File: src/rtl/ov7670_sccb_arbiter_if.sv
// ---------------------------------------------------------------------------
// ov7670_sccb_arbiter_if
//
// Bundles the requester-side and SCCB-sender-side signals of the SCCB write
// arbiter so they travel as one port.
//
//   req            requester -> arbiter  per-requester request level
//   req_addr       requester -> arbiter  register address, slot i = [8i+7:8i]
//   req_data       requester -> arbiter  register value, same packing
//   ack            arbiter -> requester  one-cycle pulse, write accepted
//   err            arbiter -> requester  one-cycle pulse, write timed out
//   grant          arbiter -> requester  one-hot owner of the transaction
//   sccb_send      arbiter -> sender     command valid
//   sccb_reg_addr  arbiter -> sender     latched register address
//   sccb_value     arbiter -> sender     latched register value
//   sccb_taken     sender -> arbiter     acceptance pulse
//
// Modports:
//   slave   the arbiter's view (serves requests, drives the sender)
//   master  the surrounding logic's view (requesters plus sender)
// ---------------------------------------------------------------------------
interface ov7670_sccb_arbiter_if #(
    parameter int NREQ = 4
);
    logic [NREQ-1:0]   req;
    logic [8*NREQ-1:0] req_addr;
    logic [8*NREQ-1:0] req_data;
    logic [NREQ-1:0]   ack;
    logic [NREQ-1:0]   err;
    logic [NREQ-1:0]   grant;
    logic              sccb_send;
    logic [7:0]        sccb_reg_addr;
    logic [7:0]        sccb_value;
    logic              sccb_taken;

    modport slave (
        input  req, req_addr, req_data, sccb_taken,
        output ack, err, grant, sccb_send, sccb_reg_addr, sccb_value
    );

    modport master (
        output req, req_addr, req_data, sccb_taken,
        input  ack, err, grant, sccb_send, sccb_reg_addr, sccb_value
    );
endinterface

File: src/rtl/ov7670_sccb_arbiter.sv
// ---------------------------------------------------------------------------
// ov7670_sccb_arbiter
//
// Shares one SCCB register-write engine between NREQ requesters (boot table,
// exposure/gain tuner, debug port, ...) using round-robin arbitration, and
// owns the camera power-up sequence. No grant is issued until the camera has
// been powered, reset and allowed to settle.
//
// Ports:
//   clk        in   camera-domain clock
//   resetn     in   synchronous active-low reset
//   restart    in   one-cycle pulse, reruns the power-up sequence
//   bus        slave modport of ov7670_sccb_arbiter_if (requesters + sender)
//   cam_reset  out  camera reset, active low
//   cam_pwdn   out  camera power-down, active high
//   ready      out  power-up sequence complete
//
// Sequence: PWR (1 cycle) -> RST (RESET_CYCLES) -> SETTLE (SETTLE_CYCLES)
//           -> IDLE <-> ISSUE -> GAP (GAP_CYCLES) -> IDLE ...
// All outputs come straight from flops. The bus parameter NREQ must match
// the module parameter NREQ.
// ---------------------------------------------------------------------------
module ov7670_sccb_arbiter #(
    parameter int NREQ           = 4,
    parameter int RESET_CYCLES   = 1000,
    parameter int SETTLE_CYCLES  = 100000,
    parameter int GAP_CYCLES     = 8,
    parameter int TIMEOUT_CYCLES = 65535
) (
    input  logic                         clk,
    input  logic                         resetn,
    input  logic                         restart,
    ov7670_sccb_arbiter_if.slave         bus,
    output logic                         cam_reset,
    output logic                         cam_pwdn,
    output logic                         ready
);

    // One shared counter serves every timed state, so it is sized for the
    // largest of the cycle parameters.
    localparam int MAX_AB  = (RESET_CYCLES > SETTLE_CYCLES) ? RESET_CYCLES : SETTLE_CYCLES;
    localparam int MAX_CD  = (GAP_CYCLES > TIMEOUT_CYCLES) ? GAP_CYCLES : TIMEOUT_CYCLES;
    localparam int CNT_MAX = (MAX_AB > MAX_CD) ? MAX_AB : MAX_CD;
    localparam int CNT_W   = $clog2(CNT_MAX + 1);
    localparam int PTR_W   = (NREQ > 1) ? $clog2(NREQ) : 1;

    localparam logic [CNT_W-1:0] RESET_LAST   = CNT_W'(RESET_CYCLES - 1);
    localparam logic [CNT_W-1:0] SETTLE_LAST  = CNT_W'(SETTLE_CYCLES - 1);
    localparam logic [CNT_W-1:0] GAP_LAST     = CNT_W'(GAP_CYCLES - 1);
    localparam logic [CNT_W-1:0] TIMEOUT_LAST = CNT_W'(TIMEOUT_CYCLES - 1);

    typedef enum logic [2:0] {
        ST_PWR,
        ST_RST,
        ST_SETTLE,
        ST_IDLE,
        ST_ISSUE,
        ST_GAP
    } state_e;

    state_e            state_q,     state_d;
    logic [CNT_W-1:0]  cnt_q,       cnt_d;
    logic [PTR_W-1:0]  ptr_q,       ptr_d;
    logic [NREQ-1:0]   grant_q,     grant_d;
    logic [NREQ-1:0]   ack_q,       ack_d;
    logic [NREQ-1:0]   err_q,       err_d;
    logic              send_q,      send_d;
    logic [7:0]        addr_q,      addr_d;
    logic [7:0]        value_q,     value_d;
    logic              cam_reset_q, cam_reset_d;
    logic              cam_pwdn_q,  cam_pwdn_d;
    logic              ready_q,     ready_d;

    // -----------------------------------------------------------------------
    // Slot unpacking: requester i owns byte i of req_addr / req_data.
    // -----------------------------------------------------------------------
    logic [7:0] slot_addr [NREQ];
    logic [7:0] slot_data [NREQ];

    for (genvar g = 0; g < NREQ; g++) begin : g_slot
        assign slot_addr[g] = bus.req_addr[8*g +: 8];
        assign slot_data[g] = bus.req_data[8*g +: 8];
    end

    // -----------------------------------------------------------------------
    // Round-robin pick: first requesting slot at or after the pointer, with
    // wrap. The pointer only moves when a grant is actually issued.
    // -----------------------------------------------------------------------
    logic              pick_valid;
    logic [PTR_W-1:0]  pick_idx;
    logic [NREQ-1:0]   pick_onehot;
    logic [PTR_W-1:0]  cand;
    logic [PTR_W-1:0]  ptr_after_pick;

    always_comb begin
        // NOTE: every variable gets a default before any branch; a path that
        // leaves one unassigned would infer a latch.
        pick_valid  = 1'b0;
        pick_idx    = '0;
        pick_onehot = '0;
        cand        = '0;
        for (int k = 0; k < NREQ; k++) begin
            cand = PTR_W'((int'(ptr_q) + k) % NREQ);
            if (!pick_valid && bus.req[cand]) begin
                pick_valid        = 1'b1;
                pick_idx          = cand;
                pick_onehot       = '0;
                pick_onehot[cand] = 1'b1;
            end
        end
        ptr_after_pick = (int'(pick_idx) == NREQ - 1) ? '0 : pick_idx + 1'b1;
    end

    // -----------------------------------------------------------------------
    // Next-state and output logic.
    // -----------------------------------------------------------------------
    always_comb begin
        state_d     = state_q;
        cnt_d       = cnt_q;
        ptr_d       = ptr_q;
        grant_d     = grant_q;
        send_d      = send_q;
        addr_d      = addr_q;
        value_d     = value_q;
        cam_reset_d = cam_reset_q;
        cam_pwdn_d  = cam_pwdn_q;
        ready_d     = ready_q;
        ack_d       = '0;   // pulses: high for one cycle only
        err_d       = '0;

        unique case (state_q)
            ST_PWR: begin
                // Power rail has been up for one cycle: leave power-down and
                // start the reset-low window.
                state_d     = ST_RST;
                cnt_d       = '0;
                cam_pwdn_d  = 1'b0;
                cam_reset_d = 1'b0;
            end

            ST_RST: begin
                if (cnt_q == RESET_LAST) begin
                    state_d     = ST_SETTLE;
                    cnt_d       = '0;
                    cam_reset_d = 1'b1;
                end else begin
                    cnt_d = cnt_q + 1'b1;
                end
            end

            ST_SETTLE: begin
                if (cnt_q == SETTLE_LAST) begin
                    state_d = ST_IDLE;
                    cnt_d   = '0;
                    ready_d = 1'b1;
                end else begin
                    cnt_d = cnt_q + 1'b1;
                end
            end

            ST_IDLE: begin
                if (pick_valid) begin
                    state_d = ST_ISSUE;
                    cnt_d   = '0;
                    grant_d = pick_onehot;
                    send_d  = 1'b1;
                    addr_d  = slot_addr[pick_idx];
                    value_d = slot_data[pick_idx];
                    ptr_d   = ptr_after_pick;
                end
            end

            ST_ISSUE: begin
                // grant_q is the owner's one-hot, so it doubles as the
                // ack/err pulse pattern. taken is tested first so that a
                // taken in the expiry cycle still counts as success.
                if (bus.sccb_taken) begin
                    state_d = ST_GAP;
                    cnt_d   = '0;
                    ack_d   = grant_q;
                    grant_d = '0;
                    send_d  = 1'b0;
                end else if (cnt_q == TIMEOUT_LAST) begin
                    state_d = ST_GAP;
                    cnt_d   = '0;
                    err_d   = grant_q;
                    grant_d = '0;
                    send_d  = 1'b0;
                end else begin
                    cnt_d = cnt_q + 1'b1;
                end
            end

            ST_GAP: begin
                if (cnt_q == GAP_LAST) begin
                    state_d = ST_IDLE;
                    cnt_d   = '0;
                end else begin
                    cnt_d = cnt_q + 1'b1;
                end
            end

            default: begin
                state_d = ST_PWR;
                cnt_d   = '0;
            end
        endcase

        // restart abandons whatever is in flight (no ack, no err) and
        // reloads the reset values; only the round-robin pointer survives.
        if (restart) begin
            state_d     = ST_PWR;
            cnt_d       = '0;
            ptr_d       = ptr_q;
            grant_d     = '0;
            send_d      = 1'b0;
            addr_d      = '0;
            value_d     = '0;
            ack_d       = '0;
            err_d       = '0;
            cam_reset_d = 1'b0;
            cam_pwdn_d  = 1'b1;
            ready_d     = 1'b0;
        end
    end

    // -----------------------------------------------------------------------
    // State register. resetn is sampled on the clock edge and wins over
    // restart.
    // -----------------------------------------------------------------------
    always_ff @(posedge clk) begin
        // NOTE: non-blocking assignments here so every flop samples the
        // pre-edge value of every other flop, whatever the statement order.
        if (!resetn) begin
            state_q     <= ST_PWR;
            cnt_q       <= '0;
            ptr_q       <= '0;
            grant_q     <= '0;
            ack_q       <= '0;
            err_q       <= '0;
            send_q      <= 1'b0;
            addr_q      <= '0;
            value_q     <= '0;
            cam_reset_q <= 1'b0;
            cam_pwdn_q  <= 1'b1;
            ready_q     <= 1'b0;
        end else begin
            state_q     <= state_d;
            cnt_q       <= cnt_d;
            ptr_q       <= ptr_d;
            grant_q     <= grant_d;
            ack_q       <= ack_d;
            err_q       <= err_d;
            send_q      <= send_d;
            addr_q      <= addr_d;
            value_q     <= value_d;
            cam_reset_q <= cam_reset_d;
            cam_pwdn_q  <= cam_pwdn_d;
            ready_q     <= ready_d;
        end
    end

    assign bus.grant         = grant_q;
    assign bus.ack           = ack_q;
    assign bus.err           = err_q;
    assign bus.sccb_send     = send_q;
    assign bus.sccb_reg_addr = addr_q;
    assign bus.sccb_value    = value_q;
    assign cam_reset         = cam_reset_q;
    assign cam_pwdn          = cam_pwdn_q;
    assign ready             = ready_q;

endmodule

File: src/flat_wrapper.sv
// flat-port wrapper written by rule: the top's interface ports become plain ports
module ov7670_sccb_arbiter_flat 
#(
    parameter int NREQ           = 4,
    parameter int RESET_CYCLES   = 1000,
    parameter int SETTLE_CYCLES  = 100000,
    parameter int GAP_CYCLES     = 8,
    parameter int TIMEOUT_CYCLES = 65535
)
  (clk, resetn, restart, cam_reset, cam_pwdn, ready, bus_req, bus_req_addr, bus_req_data, bus_sccb_taken, bus_ack, bus_err, bus_grant, bus_sccb_send, bus_sccb_reg_addr, bus_sccb_value);
  ov7670_sccb_arbiter_if #(.NREQ(NREQ)) bus_i ();
  input  logic clk;
  input  logic resetn;
  input  logic restart;
  output logic cam_reset;
  output logic cam_pwdn;
  output logic ready;
  input wire logic [$bits(bus_i.req)-1:0] bus_req;
  input wire logic [$bits(bus_i.req_addr)-1:0] bus_req_addr;
  input wire logic [$bits(bus_i.req_data)-1:0] bus_req_data;
  input wire logic [$bits(bus_i.sccb_taken)-1:0] bus_sccb_taken;
  output wire logic [$bits(bus_i.ack)-1:0] bus_ack;
  output wire logic [$bits(bus_i.err)-1:0] bus_err;
  output wire logic [$bits(bus_i.grant)-1:0] bus_grant;
  output wire logic [$bits(bus_i.sccb_send)-1:0] bus_sccb_send;
  output wire logic [$bits(bus_i.sccb_reg_addr)-1:0] bus_sccb_reg_addr;
  output wire logic [$bits(bus_i.sccb_value)-1:0] bus_sccb_value;
  assign bus_i.req = bus_req;
  assign bus_i.req_addr = bus_req_addr;
  assign bus_i.req_data = bus_req_data;
  assign bus_i.sccb_taken = bus_sccb_taken;
  assign bus_ack = bus_i.ack;
  assign bus_err = bus_i.err;
  assign bus_grant = bus_i.grant;
  assign bus_sccb_send = bus_i.sccb_send;
  assign bus_sccb_reg_addr = bus_i.sccb_reg_addr;
  assign bus_sccb_value = bus_i.sccb_value;
  ov7670_sccb_arbiter #(.NREQ(NREQ), .RESET_CYCLES(RESET_CYCLES), .SETTLE_CYCLES(SETTLE_CYCLES), .GAP_CYCLES(GAP_CYCLES), .TIMEOUT_CYCLES(TIMEOUT_CYCLES)) u_core (.clk(clk), .resetn(resetn), .restart(restart), .bus(bus_i), .cam_reset(cam_reset), .cam_pwdn(cam_pwdn), .ready(ready));
endmodule
File: config.mk
export PLATFORM = sky130hd
export DESIGN_NAME = ov7670_sccb_arbiter_flat
export DESIGN_NICKNAME = d
export VERILOG_FILES = /design/src/rtl/ov7670_sccb_arbiter_if.sv /design/src/rtl/ov7670_sccb_arbiter.sv /design/src/flat_wrapper.sv
export SDC_FILE = /design/constraint.sdc
export NUM_CORES = 1
export LEC_CHECK = 0
export CELL_PAD_IN_SITES_DETAIL_PLACEMENT = 2
export CELL_PAD_IN_SITES_GLOBAL_PLACEMENT = 2
export CORE_ASPECT_RATIO = 1.25
export CORE_MARGIN = 3
export CORE_UTILIZATION = 27
export CTS_CLUSTER_DIAMETER = 100
export DETAILED_ROUTE_END_ITERATION = 8
export PLACE_DENSITY = 0.87
export SYNTH_ARGS = -nofsm -noshare
export SYNTH_HDL_FRONTEND = slang
export SYNTH_SLANG_ARGS = --single-unit
File: constraint.sdc
create_clock -name clk -period 4.7 [get_ports clk]
set_input_delay 0.47 -clock clk [delete_from_list [all_inputs] [get_ports clk]]
set_output_delay 0.47 -clock clk [all_outputs]
set_load 0.1 [all_outputs]
**Wiring by layer**

Scale bar: 20 µm.
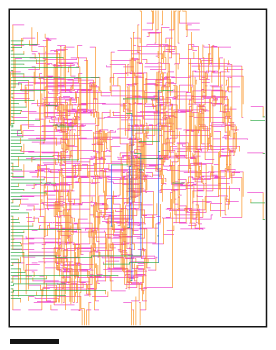
Key: orange = M2 [wire length 6240 µm]; magenta = M1 [wire length 4810 µm]; green = M3 [wire length 806 µm]; blue = M4 [wire length 232 µm]

**Congestion heat map**

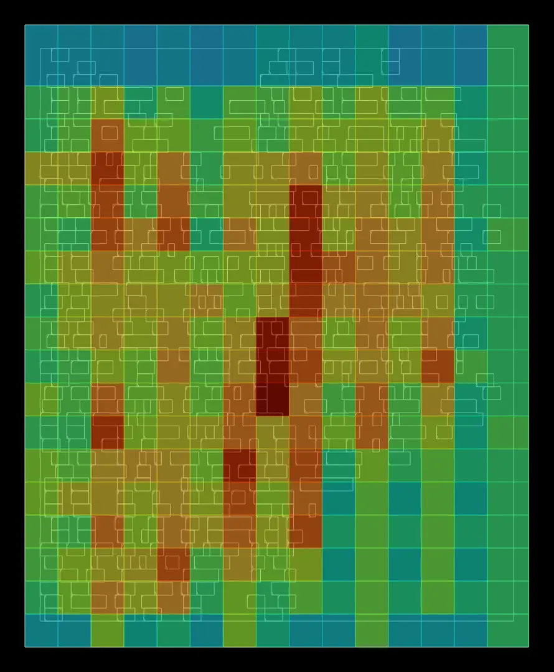
met3 GRT Util: 4.90%
GR Util met1: 19.7%
GR Layer Usage met2: 33.4%
WL per Instance: 19.3 µm

**Placed cells, one colour a class**

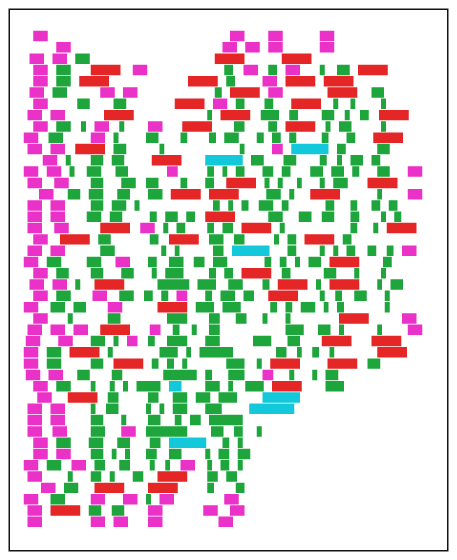
Key: red = registers [cells 54]; green = remaining logic cells [cells 296]; cyan = clock drivers and dummy loads [cells 7]; magenta = remaining buffers and delay cells [cells 109]
flop share of the area: 23.3%
FP Rows: 44

**Routed metal per tile**

Scale bar: 20 µm. The die is cut into 21 by 26 equal tiles; dark blue is low, red is high, scaled to the fullest tile. Values are wire area over tile area, all layers added.
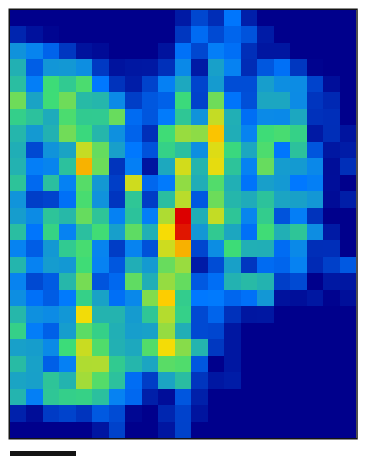
22% of the tiles are nearly empty. The emptiest ninth of the die: bottom right. The fullest tile reaches 0.58. The mean over all tiles is 0.14.

**Register map, names as in the netlist**

Scale bar: 20 µm.
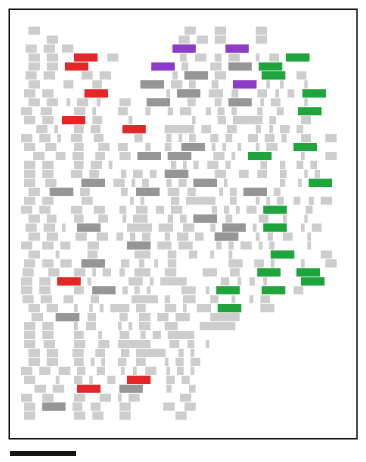
Key: purple = `u_core.bus.err` [placed flops 4, where top middle]; red = `u_core.bus.sccb_value` [placed flops 8]; green = `u_core.cnt_q` [placed flops 17]
Another 25 sequential cells are not coloured.
sequential standard cell area: 1080 µm²
P_seq: 463 µW
final core occ: 39.3%

==> flow_summary.yaml <==
# generated from flow reports
outcome:
  outcome: "complete, no violations"
cts:
  tritoncts: "yes"
  insertion_delay_ps: 300
  cts_buffer_depth: 2
  cts_resized: 0
sta:
  rsz0062_at_grt: "false"
  setup_tns_ps: 0
  timing.fmax_ghz: 0.269
  tightest_slew_ps: 1200
detailed_routing:
  drtIter0Drc: 130
worst_setup_path:
  crit_path_max_fanout: 21
  required_ps: 4920
  reg2reg_slack_ps: 980
synthesis:
  synthAdderAreaFrac_pct: 3.77
  ys_types: 57
  ff_type: "dfxtp_1"
  ys_sh_simple_pct: 21.1
  async_reset_ff_share_pct: 0
  ys_sh_mux_pct: 9.34
  netlist_area_um2: 3320
  top_area_share_pct: 32.5
  area_leaders: "dfxtp_1 33%, mux2i_1 6.6%, o221ai_1 6.6%, nor2_1 4.6%, ha_1 3.8%"
  yosysChipArea_um2: 3320
  numSynthFlops: 54
power:
  pwr_density_cell_nw_per_um2: 230
  peakVddDrop_mv: 0.161
  swShare_pct: 24.9
final_layout:
  layout_top_cell: "clkdlybuf4s50_1"
  fin_area_um2: 4650
  num_antenna_cells: 0
hold_path:
  hold_start: "u_core.bus.sccb_send"
  hold_path_class: "flip-flop to flip-flop"
die:
  core_um2: 11800
  initial_utilization_pct: 28.1
global_routing:
  grt_antenna_before_repair: 0
  grt_pass1_wl_um: 19700
place:
  io_buffers: 103
  place_inst: 620
  place.gp.congestion: 0.829
==> critical path: stages, from the launching register on <==
cell,delay [ps]
dfxtp_1,850
inv_1,140
ha_1,470
mux4_2,690
a2111oi_4,380
o311ai_2,370
or4_1,630
o211ai_1,100
==> final timing paths <==
check | endpoint | depth (start not counted)
worst max register to register | u_core.bus.sccb_reg_addr[6] | 7
worst min-delay path | u_core.bus.sccb_send | 2
worst max-delay path | u_core.bus.sccb_reg_addr[6] | 7
worst min register to register | u_core.bus.sccb_send | 2
==> synthesized netlist by cell type (2+ instances only) <==
library cell and count:
a21oi_1 11, a221o_1 4, a22oi_1 4, a311o_1 2, a31oi_1 4, and2_1 5, and3_1 11, and3b_1 2
buf_2 5, buf_6 3, clkbuf_1 15, dfxtp_1 54, ha_1 10, inv_1 11, mux2_2 2, mux2i_1 22
mux4_2 3, nand2_1 28, nand2b_1 2, nand3_1 7, nand4_1 5, nor2_1 41, nor2b_1 3, nor3_1 14
nor3b_1 2, nor4_1 3, nor4b_1 2, o211ai_1 8, o21a_1 3, o21ai_0 6, o221ai_1 25, o32a_1 12
o32ai_1 4, or3_1 2, or4_1 5, xnor2_1 7, xor2_1 7
==> stage by stage <==
step	setup WS [ps]	total power, µW	hold slack, ps
finish	977	1070	468
global route	689	1120	509
CTS	959	1080	475
detailed placement	977	650	465
global placement	1140	643	450
floorplan	1050	559	495
==> power by group through the flow <==
stage / clock network (µW) / logic [µW] / registers (µW)
global route: 464 / 190 / 464
detailed placement: 0 / 176 / 474
finish: 430 / 175 / 463
floorplan: 0 / 80.2 / 479
CTS: 445 / 177 / 463
global placement: 0 / 169 / 474
==> registers in the layout, indices dropped and copies added (netlist names) <==
signal,flops
u_core.cnt_q,17
u_core.bus.sccb_reg_addr,8
u_core.bus.sccb_value,8
u_core.bus.ack,4
u_core.bus.err,4
u_core.bus.grant,4
u_core.state_q,3
u_core.ptr_q,2
u_core.bus.sccb_send,1
u_core.cam_pwdn,1
u_core.cam_reset,1
u_core.ready,1
==> area by class of cell <==
type	count	area (µm²)	area share, %
Multi-Input combinational cell	285	2090	44.9
Timing Repair Buffer	109	1080	23.1
Inverter	11	41.3	0.888
Tap cell	161	201	4.33
Sequential cell	54	1080	23.3
Clock buffer	5	125	2.69
Clock inverter	2	38.8	0.834
==> cells by family (layout without fill, tap and decap cells) <==
group           Yosys count  after routing
buf+inv                  35            127
simple gates            137            137
fa+ha+maj                10             10
xor+xnor                 14             14
mux                      27             27
compound gates           97             97
flops                    54             54
==> metal layers <==
layer  wire length, µm  track usage [%]  vias to the layer above
li1                  -                -                     1610
met1              4810             19.7                     1672
met3               805             4.90                       14
met5                 0                0                        -
met4               231             5.25                        0
met2              6240             33.4                      112
No activity file was given, so power comes from the tool's default toggle rates.
